<file path="config.mk">
export PLATFORM = sky130hd
export DESIGN_NAME = height_update_scheduler_flat
export DESIGN_NICKNAME = d
export VERILOG_FILES = /design/src/rtl/height_update_scheduler_if.sv /design/src/rtl/height_update_scheduler.sv /design/src/flat_wrapper.sv
export SDC_FILE = /design/constraint.sdc
export NUM_CORES = 1
export LEC_CHECK = 0
export ABC_CLOCK_PERIOD_IN_PS = 2500
export CAP_MARGIN = 20
export CELL_PAD_IN_SITES_DETAIL_PLACEMENT = 1
export CELL_PAD_IN_SITES_GLOBAL_PLACEMENT = 1
export CORE_MARGIN = 10
export CORE_UTILIZATION = 50
export DETAILED_ROUTE_END_ITERATION = 16
export DONT_BUFFER_PORTS = 1
export PLACE_DENSITY_LB_ADDON = 0.08
export SLEW_MARGIN = 20
export SYNTH_ARGS = -nofsm -noshare
export SYNTH_HDL_FRONTEND = slang
export SYNTH_SLANG_ARGS = --single-unit
</file>
<file path="constraint.sdc">
create_clock -name clk -period 2.5 [get_ports clk]
set_clock_uncertainty 0.1 [all_clocks]
set_input_delay 0.25 -clock clk [delete_from_list [all_inputs] [get_ports clk]]
set_output_delay 0.25 -clock clk [all_outputs]
set_load 0.01 [all_outputs]
</file>
<file path="src/rtl/height_update_scheduler_if.sv">
// Signal bundle between the height update scheduler and its loader/display peers.
// The pause input exists only when HEIGHT_SCHED_PAUSE_EN is defined.
interface height_update_scheduler_if;
  logic       frame_tick;
  logic [9:0] sw;
  logic       loaded;
`ifdef HEIGHT_SCHED_PAUSE_EN
  logic       pause;
`endif
  logic       update;
  logic [9:0] sel;
  logic       busy;
  logic       swap;
  logic       timeout_err;
  logic [7:0] skipped;

`ifdef HEIGHT_SCHED_PAUSE_EN
  modport master (output frame_tick, sw, loaded, pause,
                  input  update, sel, busy, swap, timeout_err, skipped);
  modport slave  (input  frame_tick, sw, loaded, pause,
                  output update, sel, busy, swap, timeout_err, skipped);
`else
  modport master (output frame_tick, sw, loaded,
                  input  update, sel, busy, swap, timeout_err, skipped);
  modport slave  (input  frame_tick, sw, loaded,
                  output update, sel, busy, swap, timeout_err, skipped);
`endif
endinterface

</file>
<file path="src/rtl/height_update_scheduler.sv">
// Schedules height-buffer reloads every FRAMES_PER_UPDATE frames and hands the result to display.
// Optional feature: define HEIGHT_SCHED_PAUSE_EN to add a synchronized pause input that blocks slots.
module height_update_scheduler #(
  parameter int FRAMES_PER_UPDATE = 2,
  parameter int TIMEOUT_CYCLES    = 64
) (
  input  logic                      clk,
  input  logic                      reset_n,
  height_update_scheduler_if.slave  bus
);
  // One state bit per output so update/swap/busy each come straight off a flop.
  typedef enum logic [2:0] {
    IDLE  = 3'b000,
    ISSUE = 3'b101,
    WAIT  = 3'b100,
    SWAP  = 3'b110
  } state_t;

  localparam logic [7:0] FRAME_LAST = 8'(FRAMES_PER_UPDATE - 1);
  localparam logic [9:0] WAIT_LAST  = 10'(TIMEOUT_CYCLES - 1);

  state_t     state;
  logic [9:0] sw_m, sw_s;
  logic [7:0] frame_cnt;
  logic [9:0] wait_cnt;
  logic       pending;
  logic [9:0] sel_q;
  logic [7:0] skipped_q;
  logic       timeout_q;
  logic       slot, slot_ok;

  always_ff @(posedge clk or negedge reset_n) begin
    if (!reset_n) begin
      sw_m <= '0;
      sw_s <= '0;
    end else begin
      sw_m <= bus.sw;
      sw_s <= sw_m;
    end
  end

`ifdef HEIGHT_SCHED_PAUSE_EN
  logic pause_m, pause_s;

  always_ff @(posedge clk or negedge reset_n) begin
    if (!reset_n) begin
      pause_m <= 1'b0;
      pause_s <= 1'b0;
    end else begin
      pause_m <= bus.pause;
      pause_s <= pause_m;
    end
  end

  // Frames keep counting while paused; only the resulting slot is dropped.
  assign slot_ok = slot & ~pause_s;
`else
  assign slot_ok = slot;
`endif

  assign slot = bus.frame_tick && (frame_cnt == FRAME_LAST);

  always_ff @(posedge clk or negedge reset_n) begin
    if (!reset_n)            frame_cnt <= '0;
    else if (bus.frame_tick) frame_cnt <= slot ? 8'd0 : frame_cnt + 8'd1;
  end

  // IDLE always consumes pending, so pending only builds up while a load is in flight.
  always_ff @(posedge clk or negedge reset_n) begin
    if (!reset_n) begin
      pending   <= 1'b0;
      skipped_q <= '0;
    end else begin
      if (slot_ok && pending && skipped_q != 8'hFF) skipped_q <= skipped_q + 8'd1;
      if (state == IDLE)  pending <= 1'b0;
      else if (slot_ok)   pending <= 1'b1;
    end
  end

  always_ff @(posedge clk or negedge reset_n) begin
    if (!reset_n) begin
      state     <= IDLE;
      wait_cnt  <= '0;
      sel_q     <= '0;
      timeout_q <= 1'b0;
    end else begin
      case (state)
        IDLE: begin
          if (pending || slot_ok) begin
            state <= ISSUE;
            sel_q <= sw_s;
          end
        end
        ISSUE: begin
          state    <= WAIT;
          wait_cnt <= '0;
        end
        WAIT: begin
          if (bus.loaded) begin
            state <= SWAP;
          end else if (wait_cnt == WAIT_LAST) begin
            timeout_q <= 1'b1;
            state     <= IDLE;
          end else begin
            wait_cnt <= wait_cnt + 10'd1;
          end
        end
        SWAP:    state <= IDLE;
        default: state <= IDLE;
      endcase
    end
  end

  assign bus.update      = state[0];
  assign bus.swap        = state[1];
  assign bus.busy        = state[2];
  assign bus.sel         = sel_q;
  assign bus.skipped     = skipped_q;
  assign bus.timeout_err = timeout_q;
endmodule

</file>
<file path="src/flat_wrapper.sv">
// flat-port wrapper written by rule: the top's interface ports become plain ports
module height_update_scheduler_flat 
#(
  parameter int FRAMES_PER_UPDATE = 2,
  parameter int TIMEOUT_CYCLES    = 64
)
  (clk, reset_n, bus_frame_tick, bus_sw, bus_loaded, bus_update, bus_sel, bus_busy, bus_swap, bus_timeout_err, bus_skipped);
  height_update_scheduler_if bus_i ();
  input  logic clk;
  input  logic reset_n;
  input wire logic [$bits(bus_i.frame_tick)-1:0] bus_frame_tick;
  input wire logic [$bits(bus_i.sw)-1:0] bus_sw;
  input wire logic [$bits(bus_i.loaded)-1:0] bus_loaded;
  output wire logic [$bits(bus_i.update)-1:0] bus_update;
  output wire logic [$bits(bus_i.sel)-1:0] bus_sel;
  output wire logic [$bits(bus_i.busy)-1:0] bus_busy;
  output wire logic [$bits(bus_i.swap)-1:0] bus_swap;
  output wire logic [$bits(bus_i.timeout_err)-1:0] bus_timeout_err;
  output wire logic [$bits(bus_i.skipped)-1:0] bus_skipped;
  assign bus_i.frame_tick = bus_frame_tick;
  assign bus_i.sw = bus_sw;
  assign bus_i.loaded = bus_loaded;
  assign bus_update = bus_i.update;
  assign bus_sel = bus_i.sel;
  assign bus_busy = bus_i.busy;
  assign bus_swap = bus_i.swap;
  assign bus_timeout_err = bus_i.timeout_err;
  assign bus_skipped = bus_i.skipped;
  height_update_scheduler #(.FRAMES_PER_UPDATE(FRAMES_PER_UPDATE), .TIMEOUT_CYCLES(TIMEOUT_CYCLES)) u_core (.clk(clk), .reset_n(reset_n), .bus(bus_i));
endmodule
</file>
==> results.tsv, run 1 <==
stage	metric	value	unit
status	outcome	completed	
critical_path	cp.depth	6	
global_routing	first_global_vias	1783	
drt	wl_met1	2.04	mm
synthesis	adder_share	0.0197	
drt	drt-total-wl	5.59	mm
die	die_h	91.2	µm
global_routing	grt-busiest-layer	met2	
critical_path	r2r-end	u_core.bus.skipped[1]$_DFFE_PN0P_	
critical_path	cp_slowest_cell	dfrtp_1	
drt	wire_per_inst	19.4	µm
layout	comb_cells	126	
power_and_ir_drop	comb_power	736	µW
power_and_ir_drop	power_leader	sequential cells	
layout	nonClkBufAreaFrac	0.0541	
layout	seq_share	0.524	
critical_path	path_max_fanout	6	
die	fp_util	0.526	
power_and_ir_drop	seq_power_share	0.508	
die	tap_cells	67	
layout	num_antenna_cells	0	
critical_path	critical-path-top-delay-family	simple AND/OR/NAND/NOR gates	
drt	met3WireLength	408	µm
synthesis	numSynthFlops	61	
synthesis	synth-edff-count	0	
power_and_ir_drop	vdd_drop_max	0.586	mV
layout	mostFrequentLayoutCell	dfrtp_1	
drt	wl_met2	3.05	mm
synthesis	synthTopCellsByArea	dfrtp_1, mux2_4, xor2_1	
timing	postLayoutSetupSlackWorst	0.378	ns
-- run 1: synthesized netlist by cell type, types with 2 or more instances --
| cell type | n |
|---|---|
| nand3_1 | 8 |
| buf_6 | 2 |
| ha_1 | 4 |
| xnor2_1 | 2 |
| a211oi_1 | 2 |
| o21ai_0 | 8 |
| and3_1 | 3 |
| xor2_1 | 10 |
| nand4_1 | 3 |
| mux2i_1 | 4 |
| dfrtp_1 | 61 |
| nor2b_1 | 2 |
| nor3b_1 | 2 |
| nand4b_1 | 2 |
| or3b_1 | 2 |
| nor2_1 | 15 |
| mux2_2 | 4 |
| nor3_1 | 6 |
| clkbuf_1 | 2 |
| mux2_4 | 8 |
| nand2_1 | 13 |
| inv_1 | 5 |
| and2_1 | 5 |
| a31oi_1 | 4 |
| nor4_1 | 2 |
### Cell sizes after repair, run 1

The bar under the picture is 20 µm long.
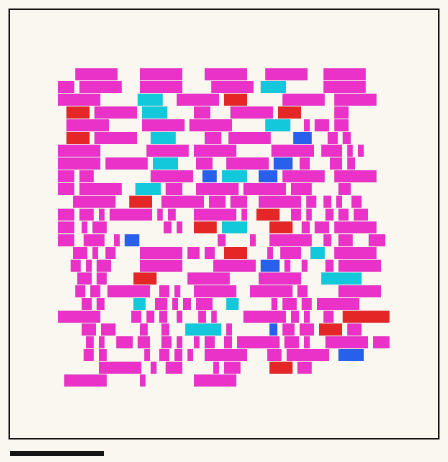
Key: magenta = x1 and smaller [cells 186, share 84%, most used dfrtp_1]; cyan = x3 and x4 [cells 14, share 6.3%, most used mux2_4]; blue = x2 [cells 8, share 3.6%, most used mux2_2]; red = x6 and larger [cells 13, share 5.9%, most used clkbuf_8]

### Clock routing, run 1

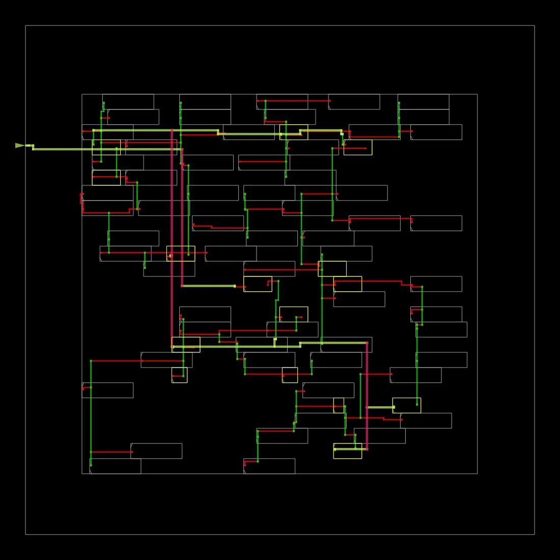
number of buffers created by CTS: 9
Insertion Delay late pin: 0.33 ns
CTS sink cnt: 61
Seq cells: 61

### Logic cells by family, run 1

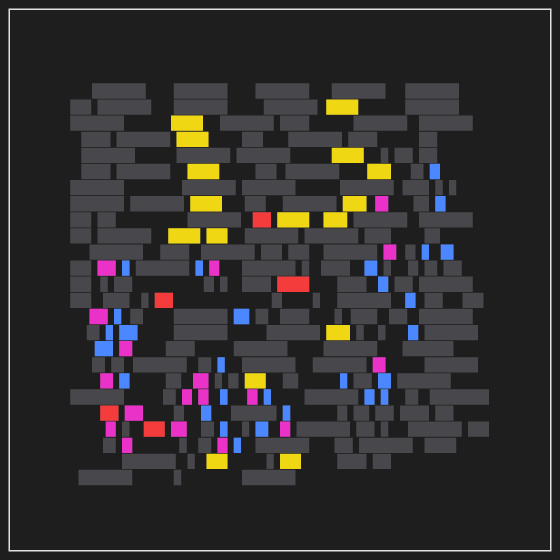
Key: blue = nand cells [cells 28, most used nand2_1]; magenta = aoi and oai cells [cells 18, most used o21ai_0]; yellow = mux cells [cells 16, most used mux2_4]; red = non-inverting ao/oa cells [cells 5]

### Sequential cells grouped by signal name, run 1

Other sequential cells in the stronger gray, the rest of the logic in the fainter gray.
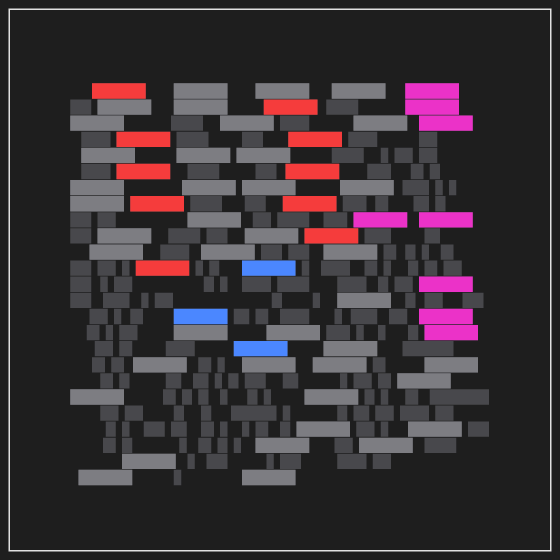
Key: red = u_core.sw_s [flops 10]; blue = u_core.state [flops 3]; magenta = u_core.bus.skipped [flops 8]
Another 40 sequential cells are not colored.

==> inputs of run 2 (changes only) <==
ABC_CLOCK_PERIOD_IN_PS = 1900   (was 2500)
CORE_UTILIZATION = 45   (was 50)
clock period = 1.9 ns   (was 2.5 ns; I/O delays follow)
### Sequential cells grouped by signal name, run 2

Other sequential cells in the stronger gray, the rest of the logic in the fainter gray.
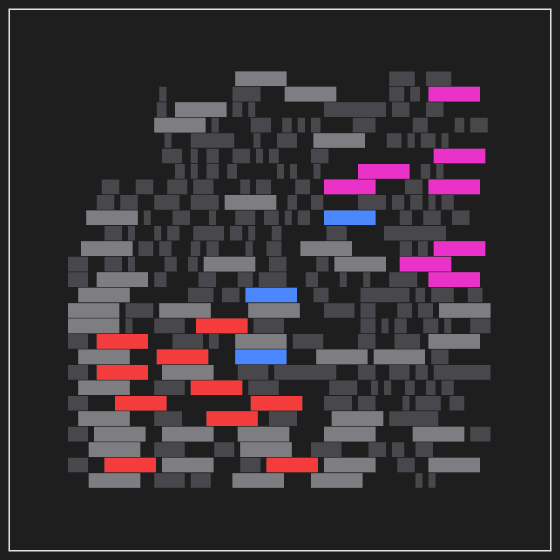
Key: blue = u_core.state [flops 3]; magenta = u_core.bus.skipped [flops 8]; red = u_core.sw_s [flops 10]

==> results.tsv, run 2 <==
stage	metric	value	unit	change
critical_path	cp_slowest_cell	dfrtp_1		
synthesis	synthTopCellsByArea	dfrtp_1, mux2_4, xor2_1		
layout	nClkBuffers	11		
die	tap_cells	72		+7.5%
timing	finalMaxSlewViolations	0		
power_and_ir_drop	seq_power_share	0.432		-0.076
drt	wire_per_inst	18.0	µm	-7.3%
status	outcome	completed		
layout	seq_share	0.487		-0.0369
timing	fin_crit	1.84	ns	
drt	met3WireLength	387	µm	-5.1%
clocking	cts_buffers	9		unchanged
critical_path	r2r-end	u_core.wait_cnt[5]$_DFFE_PN0P_		
synthesis	numSynthFlops	61		unchanged
critical_path	critical-path-top-delay-family	AND-OR/OR-AND gates		
layout	ff_count	61		unchanged
clocking	hold_buffers	14		
timing	postLayoutSetupSlackWorst	0.0641	ns	-0.314 ns
die	fp_util	0.463		-0.0630
power_and_ir_drop	vdd_drop_max	0.758	mV	+29%
layout	nonClkBufAreaFrac	0.0815		+0.0274
global_routing	first_global_vias	1835		+2.9%
die	dieArea	9040	µm²	
layout	instances_no_fill	308		
drt	wl_met1	2.26	mm	+11%
drt	drt-total-wl	5.54	mm	-0.86%
layout	mostFrequentLayoutCell	dfrtp_1		
clocking	cts_sinks	61		unchanged
die	die_h	95.1	µm	+4.2%
synthesis	top_cell	dfrtp_1		
timing	min_period_over_period	0.966		
critical_path	cp.depth	5		-1
drt	wl_met2	2.81	mm	-8.1%
clocking	clk_latency	0.34	ns	about the same
layout	num_antenna_cells	0		unchanged
layout	comb_cells	127		+0.79%
critical_path	path_max_fanout	4		-2
die	rows	27		
### Logic cells by family, run 2

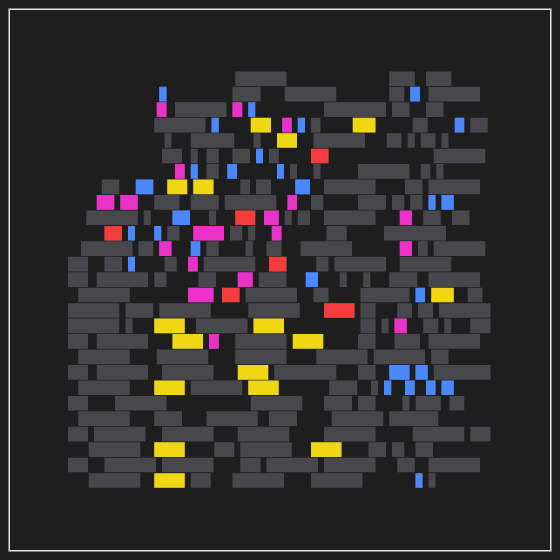
Key: blue = nand cells [cells 28, most used nand2_1]; yellow = mux cells [cells 16, most used mux2_4]; red = non-inverting ao/oa cells [cells 6, where center]; magenta = aoi and oai cells [cells 18, most used o21ai_0]

[run 2: netlist changes by cell type in the layout (fill, tap and decap cells not counted), sizes merged]
cell      change
o21a          +1
clkbuf        -1
buf          +13
clkinvlp      -2
bufinv        +3
clkinv        +1
[run 2: cells by family after synthesis]
kind of cell	count (synthesis)	share of synthesized area
muxes	16	0.0809
AOI/OAI and AO/OA	23	0.0647
DFF	61	0.602
buffers and inverters	10	0.0271
and+or+nand+nor	71	0.164
xor gates and xnor gates	12	0.0415
adders and majority gates	4	0.0197
[run 2: power by group through the flow]
stage	combinational [µW]	sequential (µW)	clock, µW
CTS	1170	2020	1460
detailed placement	1090	2030	0
global placement	1010	2010	0
global route	1380	2070	1530
finish	1230	2020	1420
floorplan	810	1960	0
==> inputs of run 3 (changes only) <==
ABC_AREA = 1   (was unset)
CORE_UTILIZATION = 43   (was 45)
### Logic cells by family, run 3

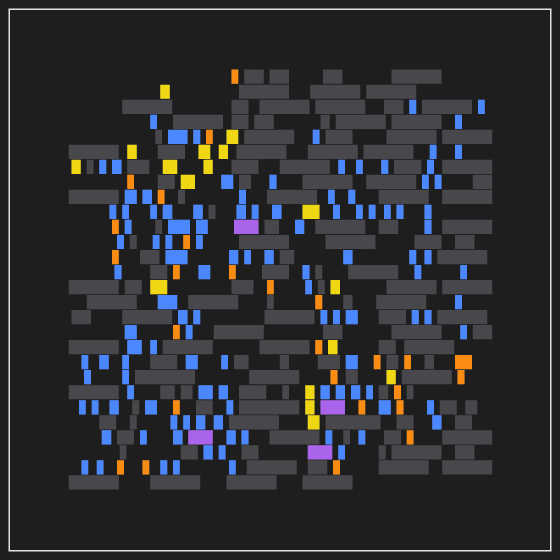
Key: purple = fa/ha/maj cells [cells 4, most used ha_1, where south]; blue = nand cells [cells 116, most used nand2_1]; yellow = aoi and oai cells [cells 17]; orange = inv cells [cells 26, most used inv_1]

==> results.tsv, run 3 <==
stage	metric	value	unit	change
drt	drt-total-wl	5.70	mm	+3.0%
synthesis	mux_share	0.00385		-0.0771
layout	comb_cells	177		+39%
critical_path	path_max_fanout	12		+8
power_and_ir_drop	seq_power_share	0.485		+0.053
clocking	clk_latency	0.34	ns	about the same
synthesis	aoi_share	0.0423		-0.0223
timing	finalMaxSlewViolations	0		unchanged
status	outcome	completed		
timing	min_period_over_period	0.888		-0.0786
die	die_h	97.8	µm	+2.8%
critical_path	critical-path-top-delay-family	simple AND/OR/NAND/NOR gates		
synthesis	ys_sh_xor	0.0371		-0.00441
critical_path	cp_slowest_cell	dfrtp_1		
layout	nonClkBufAreaFrac	0.0613		-0.0202
power_and_ir_drop	p_seq	1690	µW	-16%
layout	instances_no_fill	373		+21%
clocking	cts_sinks	61		unchanged
synthesis	synthTopCellsByArea	dfrtp_1, nand2_1, nand3_1		
power_and_ir_drop	comb_power	508	µW	-59%
drt	wire_per_inst	15.3	µm	-15%
synthesis	synthTopLogicFamily	simple AND/OR/NAND/NOR gates		
global_routing	first_global_vias	1933		+5.3%
power_and_ir_drop	p_clk	1290	µW	-9%
drt	wl_met2	2.59	mm	-7.8%
power_and_ir_drop	power_leader	sequential cells		
layout	seq_share	0.498		+0.0109
synthesis	synth-simple-area-share	0.256		+0.0921
die	rows	28		+3.7%
critical_path	cp.depth	10		+5
die	dieArea	9560	µm²	+5.8%
die	tap_cells	75		+4.2%
die	fp_util	0.442		-0.0214
layout	ff_count	61		unchanged
timing	fin_crit	1.69	ns	-0.149 ns
power_and_ir_drop	vdd_drop_max	0.599	mV	-21%
timing	postLayoutSetupSlackWorst	0.213	ns	+0.149 ns
critical_path	r2r-end	u_core.bus.sel[0]$_DFFE_PN0P_		
### Sequential cells grouped by signal name, run 3

Other sequential cells in the stronger gray, the rest of the logic in the fainter gray.
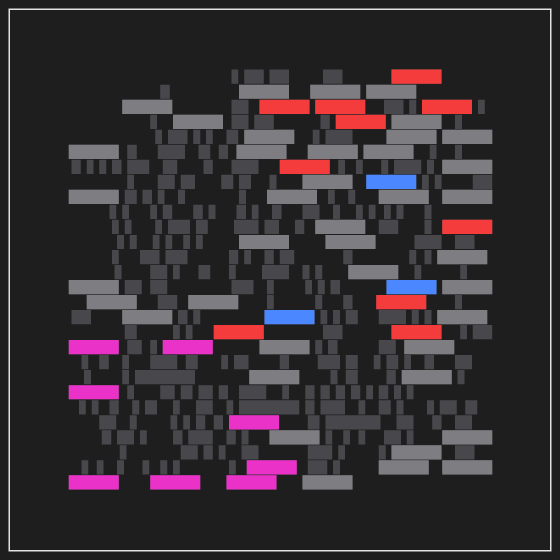
Key: red = u_core.sw_s [flops 10]; blue = u_core.state [flops 3]; magenta = u_core.bus.skipped [flops 8]
Another 40 sequential cells are not colored.

run 3: how the worst min path moves through the flow:
stage                                      endpoint      startpoint  slack, ns  cells after the start
global placement    u_core.frame_cnt[7]$_DFFE_PN0P_         reset_n      -0.20                      0
detailed placement  u_core.frame_cnt[7]$_DFFE_PN0P_         reset_n      -0.20                      0
global route        u_core.frame_cnt[2]$_DFFE_PN0P_  bus_frame_tick       0.04                      3
CTS                 u_core.frame_cnt[2]$_DFFE_PN0P_  bus_frame_tick       0.02                      3
finish              u_core.frame_cnt[2]$_DFFE_PN0P_  bus_frame_tick       0.04                      3
floorplan             u_core.bus.sel[0]$_DFFE_PN0P_         reset_n      -0.21                      0
run 3: what timing repair did:
action                                  CTS  global route
hold endpoints to repair                 80             0
hold buffers                             14             0
endpoints found under the setup margin    0            10
gates resized                             0             2
setup buffers                             0             0

==> notes/layouts.md <==
Pictures saved along the way, in no particular order.

Clock network drawn from the DEF.
The bar under the picture is 20 µm long.
picture 1
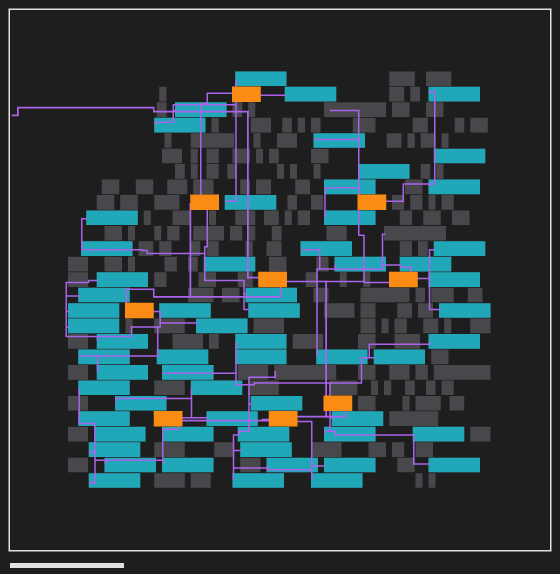
picture 2
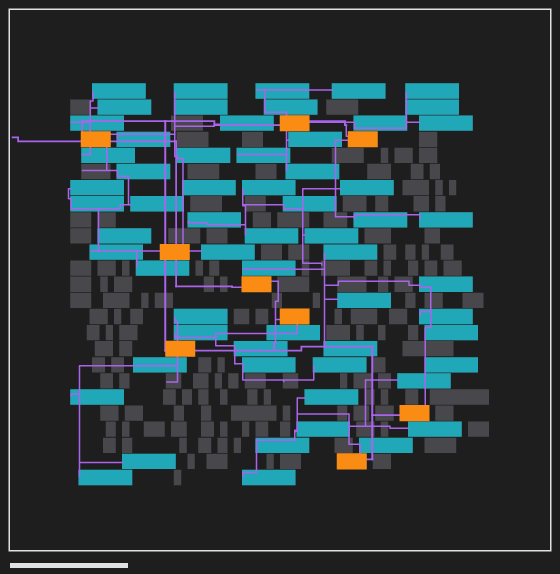
picture 3
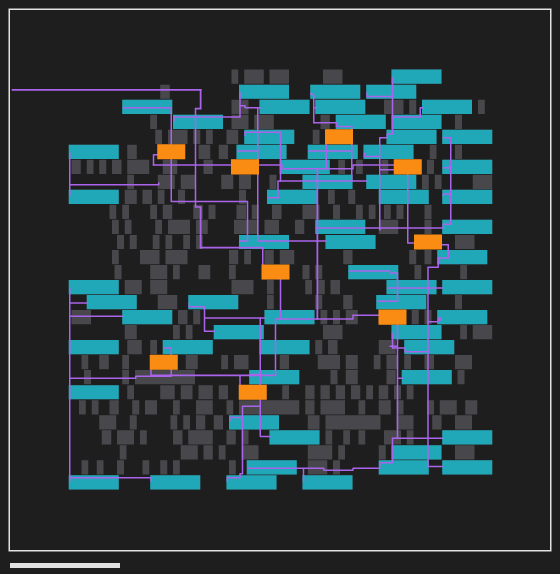
run 2 -> picture 1
run 3 -> picture 3
run 1 -> picture 2

Power figures rest on the tool's default switching activity, not on a simulated workload.
